==> images/layer_met1.png <==
Drawn at 6 px/µm. Supply wires on this layer in grey.
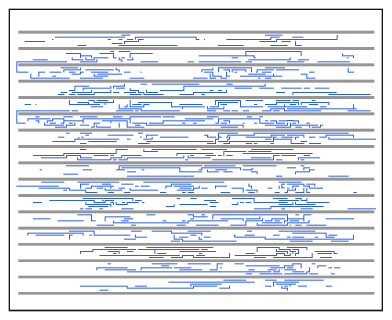
==> images/layer_met2.png <==
Drawn at 4 px/µm.
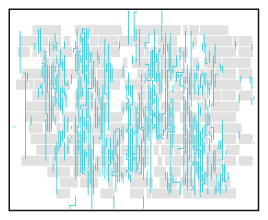
<file path="src/rtl/pong_score_keeper_pkg.sv">
// Shared types and codes for the pong point/serve/match controller.
package pong_score_keeper_pkg;

  typedef enum logic [1:0] {
    ST_IDLE,
    ST_SERVE_WAIT,
    ST_PLAY,
    ST_GAME_OVER
  } state_e;

  localparam logic [1:0] WIN_NONE = 2'b00;
  localparam logic [1:0] WIN_P1   = 2'b01;
  localparam logic [1:0] WIN_P2   = 2'b10;

  localparam logic DIR_TO_P1 = 1'b0;
  localparam logic DIR_TO_P2 = 1'b1;

endpackage

</file>
<file path="src/rtl/pong_score_keeper_if.sv">
// Game-event inputs and score/serve outputs of the pong score keeper.
interface pong_score_keeper_if #(
  parameter int SCORE_W = 4
) ();
  logic               start;
  logic               miss_p1;
  logic               miss_p2;
  logic [SCORE_W-1:0] sc1;
  logic [SCORE_W-1:0] sc2;
  logic               reset_game;
  logic               serve;
  logic               serve_dir;
  logic               game_over;
  logic [1:0]         winner;

  modport master (
    output start, miss_p1, miss_p2,
    input  sc1, sc2, reset_game, serve, serve_dir, game_over, winner
  );

  modport slave (
    input  start, miss_p1, miss_p2,
    output sc1, sc2, reset_game, serve, serve_dir, game_over, winner
  );
endinterface

</file>
<file path="src/rtl/pong_score_keeper_serve_timer.sv">
// Serve pacing counter: counts 0..SERVE_DLY-1 while enabled, then emits a registered done pulse.
module pong_serve_timer #(
  parameter int DLY_W     = 8,
  parameter int SERVE_DLY = 50
) (
  input  logic clk,
  input  logic rst,
  input  logic clear,
  input  logic enable,
  output logic done
);
  localparam logic [DLY_W-1:0] LAST = DLY_W'(SERVE_DLY - 1);

  logic [DLY_W-1:0] count_q, count_d;
  logic             done_q, done_d;

  // done is registered, so it lands the cycle after the final count; ~done_q keeps it one cycle
  always_comb begin
    count_d = count_q;
    done_d  = 1'b0;
    if (clear) begin
      count_d = '0;
    end else if (enable) begin
      if (count_q == LAST) done_d = ~done_q;
      else                 count_d = count_q + DLY_W'(1);
    end
  end

  always_ff @(posedge clk) begin
    if (rst) begin
      count_q <= '0;
      done_q  <= 1'b0;
    end else begin
      count_q <= count_d;
      done_q  <= done_d;
    end
  end

  assign done = done_q;
endmodule

</file>
<file path="src/rtl/pong_score_keeper.sv">
// Point/serve/match controller: scores misses, applies win-by and cap rules, paces serves.
module pong_score_keeper
  import pong_score_keeper_pkg::*;
#(
  parameter int SCORE_W   = 4,
  parameter int WIN_SCORE = 11,
  parameter int WIN_BY    = 2,
  parameter int SERVE_DLY = 50,
  parameter int DLY_W     = 8
) (
  input logic                sys_clock,
  input logic                reset,
  pong_score_keeper_if.slave bus
);
  if (WIN_SCORE > (2 ** SCORE_W) - 1) begin : g_bad_win_score
    $error("WIN_SCORE does not fit in SCORE_W bits");
  end
  if (SERVE_DLY < 1 || SERVE_DLY > (2 ** DLY_W) - 1) begin : g_bad_serve_dly
    $error("SERVE_DLY must be in 1..2**DLY_W-1");
  end

  localparam logic [SCORE_W-1:0]        WIN_SCORE_C = SCORE_W'(WIN_SCORE);
  localparam logic signed [SCORE_W:0]   WIN_BY_C    = (SCORE_W + 1)'(WIN_BY);

  state_e             state_q, state_d;
  logic [SCORE_W-1:0] sc1_q, sc1_d, sc2_q, sc2_d;
  logic               reset_game_q, reset_game_d;
  logic               serve_q, serve_d;
  logic               serve_dir_q, serve_dir_d;
  logic               game_over_q, game_over_d;
  logic [1:0]         winner_q, winner_d;
  logic [SCORE_W-1:0] sc1_inc, sc2_inc;
  logic               timer_done;

  // A counter at full scale wins outright, so scores never need to wrap.
  function automatic logic win_test(input logic [SCORE_W-1:0] pts,
                                    input logic [SCORE_W-1:0] other);
    logic signed [SCORE_W:0] lead;
    lead = $signed({1'b0, pts}) - $signed({1'b0, other});
    return (pts == '1) || ((pts >= WIN_SCORE_C) && (lead >= WIN_BY_C));
  endfunction

  pong_serve_timer #(
    .DLY_W     (DLY_W),
    .SERVE_DLY (SERVE_DLY)
  ) u_serve_timer (
    .clk    (sys_clock),
    .rst    (reset),
    .clear  (state_q != ST_SERVE_WAIT),
    .enable (state_q == ST_SERVE_WAIT),
    .done   (timer_done)
  );

  assign sc1_inc = sc1_q + SCORE_W'(1);
  assign sc2_inc = sc2_q + SCORE_W'(1);

  always_comb begin
    state_d      = state_q;
    sc1_d        = sc1_q;
    sc2_d        = sc2_q;
    reset_game_d = 1'b0;
    serve_d      = 1'b0;
    serve_dir_d  = serve_dir_q;
    game_over_d  = game_over_q;
    winner_d     = winner_q;
    unique case (state_q)
      ST_IDLE, ST_GAME_OVER: begin
        if (bus.start) begin
          state_d      = ST_SERVE_WAIT;
          sc1_d        = '0;
          sc2_d        = '0;
          reset_game_d = 1'b1;
          serve_dir_d  = DIR_TO_P1;
          game_over_d  = 1'b0;
          winner_d     = WIN_NONE;
        end
      end
      ST_SERVE_WAIT: begin
        if (timer_done) begin
          state_d = ST_PLAY;
          serve_d = 1'b1;
        end
      end
      ST_PLAY: begin
        if (bus.miss_p1 && bus.miss_p2) begin
          state_d      = ST_SERVE_WAIT;
          reset_game_d = 1'b1;
        end else if (bus.miss_p1) begin
          sc2_d        = sc2_inc;
          reset_game_d = 1'b1;
          serve_dir_d  = DIR_TO_P1;
          if (win_test(sc2_inc, sc1_q)) begin
            state_d     = ST_GAME_OVER;
            game_over_d = 1'b1;
            winner_d    = WIN_P2;
          end else begin
            state_d = ST_SERVE_WAIT;
          end
        end else if (bus.miss_p2) begin
          sc1_d        = sc1_inc;
          reset_game_d = 1'b1;
          serve_dir_d  = DIR_TO_P2;
          if (win_test(sc1_inc, sc2_q)) begin
            state_d     = ST_GAME_OVER;
            game_over_d = 1'b1;
            winner_d    = WIN_P1;
          end else begin
            state_d = ST_SERVE_WAIT;
          end
        end
      end
      default: state_d = ST_IDLE;
    endcase
  end

  always_ff @(posedge sys_clock) begin
    if (reset) begin
      state_q      <= ST_IDLE;
      sc1_q        <= '0;
      sc2_q        <= '0;
      reset_game_q <= 1'b0;
      serve_q      <= 1'b0;
      serve_dir_q  <= DIR_TO_P1;
      game_over_q  <= 1'b0;
      winner_q     <= WIN_NONE;
    end else begin
      state_q      <= state_d;
      sc1_q        <= sc1_d;
      sc2_q        <= sc2_d;
      reset_game_q <= reset_game_d;
      serve_q      <= serve_d;
      serve_dir_q  <= serve_dir_d;
      game_over_q  <= game_over_d;
      winner_q     <= winner_d;
    end
  end

  assign bus.sc1        = sc1_q;
  assign bus.sc2        = sc2_q;
  assign bus.reset_game = reset_game_q;
  assign bus.serve      = serve_q;
  assign bus.serve_dir  = serve_dir_q;
  assign bus.game_over  = game_over_q;
  assign bus.winner     = winner_q;
endmodule

</file>
<file path="src/flat_wrapper.sv">
// flat-port wrapper written by rule: the top's interface ports become plain ports
module pong_score_keeper_flat import pong_score_keeper_pkg::*;
#(
  parameter int SCORE_W   = 4,
  parameter int WIN_SCORE = 11,
  parameter int WIN_BY    = 2,
  parameter int SERVE_DLY = 50,
  parameter int DLY_W     = 8
)
  (sys_clock, reset, bus_start, bus_miss_p1, bus_miss_p2, bus_sc1, bus_sc2, bus_reset_game, bus_serve, bus_serve_dir, bus_game_over, bus_winner);
  pong_score_keeper_if #(.SCORE_W(SCORE_W)) bus_i ();
  input logic sys_clock;
  input logic reset;
  input wire logic [$bits(bus_i.start)-1:0] bus_start;
  input wire logic [$bits(bus_i.miss_p1)-1:0] bus_miss_p1;
  input wire logic [$bits(bus_i.miss_p2)-1:0] bus_miss_p2;
  output wire logic [$bits(bus_i.sc1)-1:0] bus_sc1;
  output wire logic [$bits(bus_i.sc2)-1:0] bus_sc2;
  output wire logic [$bits(bus_i.reset_game)-1:0] bus_reset_game;
  output wire logic [$bits(bus_i.serve)-1:0] bus_serve;
  output wire logic [$bits(bus_i.serve_dir)-1:0] bus_serve_dir;
  output wire logic [$bits(bus_i.game_over)-1:0] bus_game_over;
  output wire logic [$bits(bus_i.winner)-1:0] bus_winner;
  assign bus_i.start = bus_start;
  assign bus_i.miss_p1 = bus_miss_p1;
  assign bus_i.miss_p2 = bus_miss_p2;
  assign bus_sc1 = bus_i.sc1;
  assign bus_sc2 = bus_i.sc2;
  assign bus_reset_game = bus_i.reset_game;
  assign bus_serve = bus_i.serve;
  assign bus_serve_dir = bus_i.serve_dir;
  assign bus_game_over = bus_i.game_over;
  assign bus_winner = bus_i.winner;
  pong_score_keeper #(.SCORE_W(SCORE_W), .WIN_SCORE(WIN_SCORE), .WIN_BY(WIN_BY), .SERVE_DLY(SERVE_DLY), .DLY_W(DLY_W)) u_core (.sys_clock(sys_clock), .reset(reset), .bus(bus_i));
endmodule
</file>
<file path="config.mk">
export PLATFORM = sky130hd
export DESIGN_NAME = pong_score_keeper_flat
export DESIGN_NICKNAME = d
export VERILOG_FILES = /design/src/rtl/pong_score_keeper_pkg.sv /design/src/rtl/pong_score_keeper_if.sv /design/src/rtl/pong_score_keeper_serve_timer.sv /design/src/rtl/pong_score_keeper.sv /design/src/flat_wrapper.sv
export SDC_FILE = /design/constraint.sdc
export NUM_CORES = 1
export LEC_CHECK = 0
export CAP_MARGIN = 20
export CORE_ASPECT_RATIO = 0.8
export CORE_UTILIZATION = 60
export CTS_BUF_LIST = sky130_fd_sc_hd__clkbuf_8 sky130_fd_sc_hd__clkbuf_16
export CTS_CLUSTER_DIAMETER = 40
export DETAILED_ROUTE_END_ITERATION = 7
export PLACE_DENSITY = 0.89
export SLEW_MARGIN = 20
export SYNTH_ARGS = -nofsm -noshare
export SYNTH_HDL_FRONTEND = slang
export SYNTH_HIERARCHICAL = 1
export SYNTH_SLANG_ARGS = --single-unit
</file>
<file path="constraint.sdc">
create_clock -name sys_clock -period 7.3 [get_ports sys_clock]
set_clock_uncertainty 0.05 [all_clocks]
set_input_delay 1.095 -clock sys_clock [delete_from_list [all_inputs] [get_ports sys_clock]]
set_output_delay 1.095 -clock sys_clock [all_outputs]
set_load 0.01 [all_outputs]
</file>
==> impl_metrics.toml <==
# implementation run metrics
[run_status]
status = "completed"

[power_and_ir_drop]
power_leakage_nw = 0.749
power_mw = 0.336
powerDensity_nw_per_um2 = 170

[placement]
dpl.hpwl_mm = 2.90
place_inst = 259

[cells_and_area]
regMostFlops = "u_core/u_serve_timer/count_q"
num-nets-final = 251
fin_cells = 263
syn2layout_area_growth_pct = 14.8
num_antenna_cells = 0
largest_reg_flops = 8
final-comb-area_um2 = 1140

[worst_setup_path]
critical_path.most_common_cell = "inv_1"
crit_arrival_ns = 3.07
r2r_end = "u_core/state_q[1]"
crit_required_ns = 7.44
endpoint_kind = "flip-flop"

[cts]
clock_sink_count = 25
clk_latency_ns = 0.27
cts_buffers = 3

[timing]
fin_crit_ns = 2.93
slew_headroom_pct = 51.9

[die]
num_rows = 16

[synthesis]
ys_types = 47
post-synth-top-area-cell = "dfxtp_1"
aoi_share_pct = 23.1
xor_share_pct = 4.43

[job]
maxCapViolCount = 0

[global_route]
grt_use_met1_pct = 35.8
grt_overflow = 0

[worst_hold_path]
worstHoldPathType = "reg -> reg"
About layer_met1.png:
longest straight run = 23.9 µm
main direction = horizontal

About layer_met2.png:
longest straight run = 22.4 µm
share of all routed wire = 46%
Via Count: 1557
met2 GRT Util: 41.6%

cell type report:
cell class / instances / share of cell area [%]
clock buffers: 3 / 2.09
repair buffers: 18 / 9.10
multi-input cells: 161 / 57.5
flip-flops and latches: 25 / 25.3
well taps: 36 / 2.28
inverters: 19 / 3.60
clock inverters: 1 / 0.190
metrics by stage:
stage                     utilization (%)  hold slack (ns)
final                                76.6            0.401
after global routing                 76.6            0.433
after CTS                            76.6            0.401
after detailed placement             74.9            0.389
after global placement               74.9            0.386
after floorplan                         -            0.364
layout by cell type (no fill, tap or decap), drive strengths merged:
master         netlist  layout
a211o                1       1
a211oi               5       5
a21o                 3       3
a21oi               17      17
a221oi               3       3
a22oi                3       3
a31oi                2       2
and3                 4       4
and4b                1       1
clkbuf               4       3
clkdlybuf4s50        0      18
dfxtp               25      25
fa                   2       2
ha                  16      16
inv                 19      20
mux2                 1       1
mux2i                1       1
nand2               23      23
nand2b               3       3
nand3                9       9
nand4                2       2
nand4bb              1       1
nor2                19      19
nor2b                4       4
nor3                 2       2
nor4                 2       2
o2111ai              1       1
o211ai               3       3
o21a                 2       2
o21ai               11      11
o21bai               1       1
o31ai                1       1
o32a                 2       2
or2                  2       2
or3                  6       6
or4                  1       1
xnor2                3       3
xor2                 4       4
synth_stat cells, drive strengths merged, types with 2 or more instances:
library cell / instances
dfxtp: 25
nand2: 23
inv: 19
nor2: 19
a21oi: 17
ha: 16
o21ai: 11
nand3: 9
or3: 6
a211oi: 5
and3: 4
clkbuf: 4
nor2b: 4
xor2: 4
a21o: 3
a221oi: 3
a22oi: 3
nand2b: 3
o211ai: 3
xnor2: 3
a31oi: 2
fa: 2
nand4: 2
nor3: 2
nor4: 2
o21a: 2
o32a: 2
or2: 2
